`config.mk`:
```
export PLATFORM = sky130hd
export DESIGN_NAME = a0_ctrl_sequencer
export DESIGN_NICKNAME = d
export VERILOG_FILES = /design/src/rtl/a0_ctrl_pkg.sv /design/src/rtl/a0_iter_counter.sv /design/src/rtl/a0_ctrl_sequencer.sv
export SDC_FILE = /design/constraint.sdc
export NUM_CORES = 1
export LEC_CHECK = 0
export ABC_AREA = 1
export CAP_MARGIN = 20
export CORE_MARGIN = 2
export CORE_UTILIZATION = 50
export DETAILED_ROUTE_END_ITERATION = 12
export PLACE_DENSITY = 0.79
export SETUP_SLACK_MARGIN = 0.4
export SYNTH_ARGS = -nofsm -noshare
export SYNTH_HDL_FRONTEND = slang
export SYNTH_HIERARCHICAL = 1
export SYNTH_SLANG_ARGS = --single-unit
export TNS_END_PERCENT = 30
```
`constraint.sdc`:
```
create_clock -name CLK -period 2.4 [get_ports CLK]
set_input_delay 0.24 -clock CLK [delete_from_list [all_inputs] [get_ports CLK]]
set_output_delay 0.24 -clock CLK [all_outputs]
set_load 0.02 [all_outputs]
```
`src/rtl/a0_ctrl_pkg.sv`:
```
// Shared types and constants for the a0 control sequencer: FSM states,
// command mode encodings and the bit positions of the datapath strobes.
package a0_ctrl_pkg;

    typedef enum logic [2:0] {
        ST_IDLE = 3'd0,
        ST_LOAD = 3'd1,
        ST_SUB  = 3'd2,
        ST_COPY = 3'd3,
        ST_DONE = 3'd4
    } state_t;

    localparam logic [1:0] MODE_LOAD = 2'd0;
    localparam logic [1:0] MODE_SUBN = 2'd1;
    localparam logic [1:0] MODE_SUBZ = 2'd2;
    localparam logic [1:0] MODE_COPY = 2'd3;

    // Positions of the one-hot datapath strobes in the internal strobe vector
    localparam int STB_CTRL1 = 0;
    localparam int STB_CTRL5 = 1;
    localparam int STB_CTRL6 = 2;
    localparam int STB_W     = 3;

endpackage

```
`src/rtl/a0_iter_counter.sv`:
```
// Iteration counter for the SUB phase: synchronous clear, increment and an
// equality flag against the latched subtraction limit.
module a0_iter_counter #(
    parameter int WIDTH = 16
) (
    input  logic             CLK,
    input  logic             RST_N,
    input  logic             clr,
    input  logic             inc,
    input  logic [WIDTH-1:0] limit,
    output logic [WIDTH-1:0] value,
    output logic             eq
);

    logic [WIDTH-1:0] value_reg;

    always_ff @(posedge CLK or negedge RST_N) begin
        if (!RST_N) begin
            value_reg <= '0;
        end else if (clr) begin
            value_reg <= '0;
        end else if (inc) begin
            value_reg <= value_reg + 1'b1;
        end
    end

    // The FSM never increments once eq is set, so the count cannot wrap
    assign eq    = (value_reg == limit);
    assign value = value_reg;

endmodule

```
`src/rtl/a0_ctrl_sequencer.sv`:
```
// Turns a one-cycle start/mode command into the CTRL1/CTRL5/CTRL6 strobe
// sequence for the a0/a1 datapath, looping on its a0 status flags.
module a0_ctrl_sequencer
    import a0_ctrl_pkg::*;
#(
    parameter int WIDTH = 16
) (
    input  logic             CLK,
    input  logic             RST_N,
    input  logic             start,
    input  logic [1:0]       mode,
    input  logic [WIDTH-1:0] count,
    input  logic             a0_zero,
    input  logic             a0_neg,
    output logic             CTRL1,
    output logic             CTRL5,
    output logic             CTRL6,
    output logic             busy,
    output logic             done,
    output logic [WIDTH-1:0] iter
);

    state_t           state_reg, state_next;
    logic [1:0]       mode_reg;
    logic [WIDTH-1:0] count_reg;
    logic [STB_W-1:0] strobe;
    logic             iter_clr, iter_inc, iter_eq;
    logic             accept;
    logic             sub_stop;

    assign accept = (state_reg == ST_IDLE) && start;

    always_ff @(posedge CLK or negedge RST_N) begin
        if (!RST_N) begin
            state_reg <= ST_IDLE;
            mode_reg  <= '0;
            count_reg <= '0;
        end else begin
            state_reg <= state_next;
            if (accept) begin
                mode_reg  <= mode;
                count_reg <= count;
            end
        end
    end

    a0_iter_counter #(
        .WIDTH (WIDTH)
    ) u_iter (
        .CLK   (CLK),
        .RST_N (RST_N),
        .clr   (iter_clr),
        .inc   (iter_inc),
        .limit (count_reg),
        .value (iter),
        .eq    (iter_eq)
    );

    // The a0 flags come straight off the datapath register, so the SUB exit
    // decision is a register-to-output path with no loop through CTRL5.
    assign sub_stop = iter_eq ||
                      ((mode_reg == MODE_SUBZ) && (a0_zero || a0_neg));

    always_comb begin
        state_next = state_reg;
        strobe     = '0;
        iter_clr   = 1'b0;
        iter_inc   = 1'b0;
        case (state_reg)
            ST_IDLE: begin
                if (start) begin
                    iter_clr   = 1'b1;
                    state_next = (mode == MODE_COPY) ? ST_COPY : ST_LOAD;
                end
            end
            ST_LOAD: begin
                strobe[STB_CTRL1] = 1'b1;
                state_next = (mode_reg == MODE_LOAD) ? ST_DONE : ST_SUB;
            end
            ST_SUB: begin
                if (sub_stop) begin
                    state_next = ST_COPY;
                end else begin
                    strobe[STB_CTRL5] = 1'b1;
                    iter_inc          = 1'b1;
                end
            end
            ST_COPY: begin
                strobe[STB_CTRL6] = 1'b1;
                state_next = ST_DONE;
            end
            ST_DONE: begin
                state_next = ST_IDLE;
            end
            default: begin
                state_next = ST_IDLE;
            end
        endcase
    end

    assign CTRL1 = strobe[STB_CTRL1];
    assign CTRL5 = strobe[STB_CTRL5];
    assign CTRL6 = strobe[STB_CTRL6];
    assign busy  = (state_reg != ST_IDLE);
    assign done  = (state_reg == ST_DONE);

endmodule

```
==> run_results.csv <==
group,metric,value,unit
power,p_switching,983.9,uW
worst_setup_path,cpLargestDelayFamily,"simple AND/OR/NAND/NOR gates",
power,cellPowerDensity,878.8,nW/um^2
logic_synthesis,top_area_share,45.51,%
worst_setup_path,critPathLaunch,"u_iter/value[6]$_DFFE_PN0P_",
timing,max_slew_margin,68.61,%
placed_design,pre_cts_slack,0.2213,ns
placed_design,post_dp_cell_area,2544,sq um
logic_synthesis,avgSynthCellArea,7.706,sq um
finish,area_growth,37.52,%
finish,utilization,70.45,%
placed_design,io_buffers,43,
timing,whs,0.3471,ns
clock_network,clk-insertion-delay-late,0.30,ns
power,switching_share,40.02,%
global_routing,grt_pass1_wl,7245,um
logic_synthesis,yosysWarnings,6,
power,power_leader,"combinational logic",
global_routing,grtUsageMet1,26.28,%
floorplanning,die_area,4595,sq um
worst_setup_path,crit_buf_inv,2,
timing,finalSetupViolations,0,
power,p_comb,1.07,mW
worst_setup_path,r2r_end,"u_iter/value[7]$_DFFE_PN0P_",
logic_synthesis,ys_sh_mux,0,%
clock_network,path_clk_slew,0.07,ns
global_routing,grt_busiest_layer,"met2",
worst_setup_path,cp_slowest_stage_delay,0.39,ns
worst_setup_path,path_depth,14,
placed_design,dp.cells,359,
status,status,"completed",
timing,hold_viol_final,0,
power,p_int,1.475,mW
clock_network,postCtsSetupRepairBufs,2,
logic_synthesis,ys_sh_adder,0.6150,%
floorplanning,chipWidth,67.79,um
clock_network,tritoncts,"done",
placed_design,place.gp.congestion,0.8619,
global_routing,use_met2,36.40,%
timing,slew_viol_final,0,
logic_synthesis,synthCells,264,
routing,routed.top_layer,"met4",
finish,num-nets-final,351,
logic_synthesis,yosys.area_share.simple,35.98,%
global_routing,grt_start_max_net_pins,38,
routing,vias,1877,
power,total_power,2.459,mW
floorplanning,core,3971,sq um
clock_network,hold_buffers,0,
power,power_frac_seq,39.1,%
placed_design,dp.final_hpwl,3312,um
finish,drive_gt1_share,21.95,%
worst_setup_path,critical_path.slowest_cell,"dfrtp_2",
power,max-vdd-ir-drop,0.0005656,V
routing,drtIter0Drc,129,
run,warnings,27,
timing,fin_crit,1.956,ns
worst_setup_path,path_class,"flop to flop",
power,clk-power,426,uW
routing,drc,0,
clock_network,numCtsBuffers,5,
power,cellLeakagePower,1.286,nW
-- Yosys cell counts (2+ instances only) --
library cell and number:
nor2_1 33, inv_1 22, a21oi_1 8, xnor2_1 13, o21ai_0 6, nand2_2 2, nand3_2 2, nand2_1 97
nor2_4 5, or2_2 2, nor3_1 6, dfrtp_1 37, nand4_1 2, a31oi_1 2, nand3_1 9, inv_2 2
buf_6 2, nor2_2 4
-- final cells by class --
| type | count | area, sq um |
|---|---|---|
| Clock buffer | 6 | 72.57 |
| Tap cell | 50 | 62.56 |
| Fill cell | 331 | 1174 |
| Sequential cell | 37 | 938.4 |
| Multi-Input combinational cell | 198 | 1059 |
| Timing Repair Buffer | 61 | 563.0 |
| Clock inverter | 2 | 10.01 |
| Inverter | 24 | 92.59 |
==> images/final_clocks.png <==
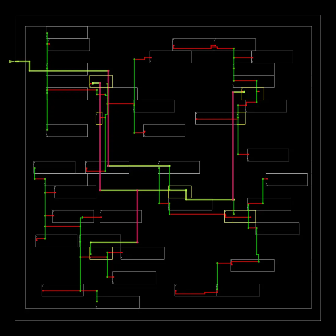
CTS Sinks: 37
clock buf count: 6
clock skew: 0.006961 ns

==> images/zoom.png <==
Window x 41 to 61, y 41 to 61 um. Cells in grey, sequential cells in the stronger grey; small squares are vias.
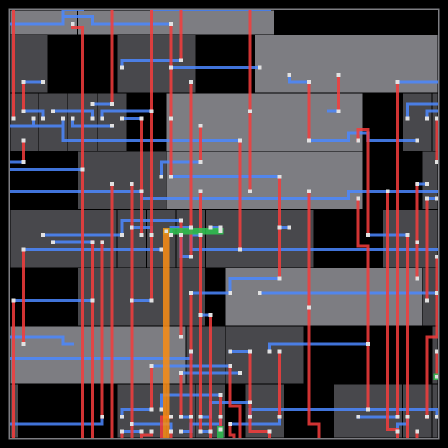
| colour | layer |
|---|---|
| red | met2 |
| green | met3 |
| orange | met4 |
| blue | met1 |
sequential cells in the window: 5
most frequent: nand2_1 (12), dfrtp_1 (5)
cells with their middle in the window: 29
netlist names of flops here include: count_reg (3), u_iter/value (2)

Power figures rest on the tool's default switching activity, not on a simulated workload.
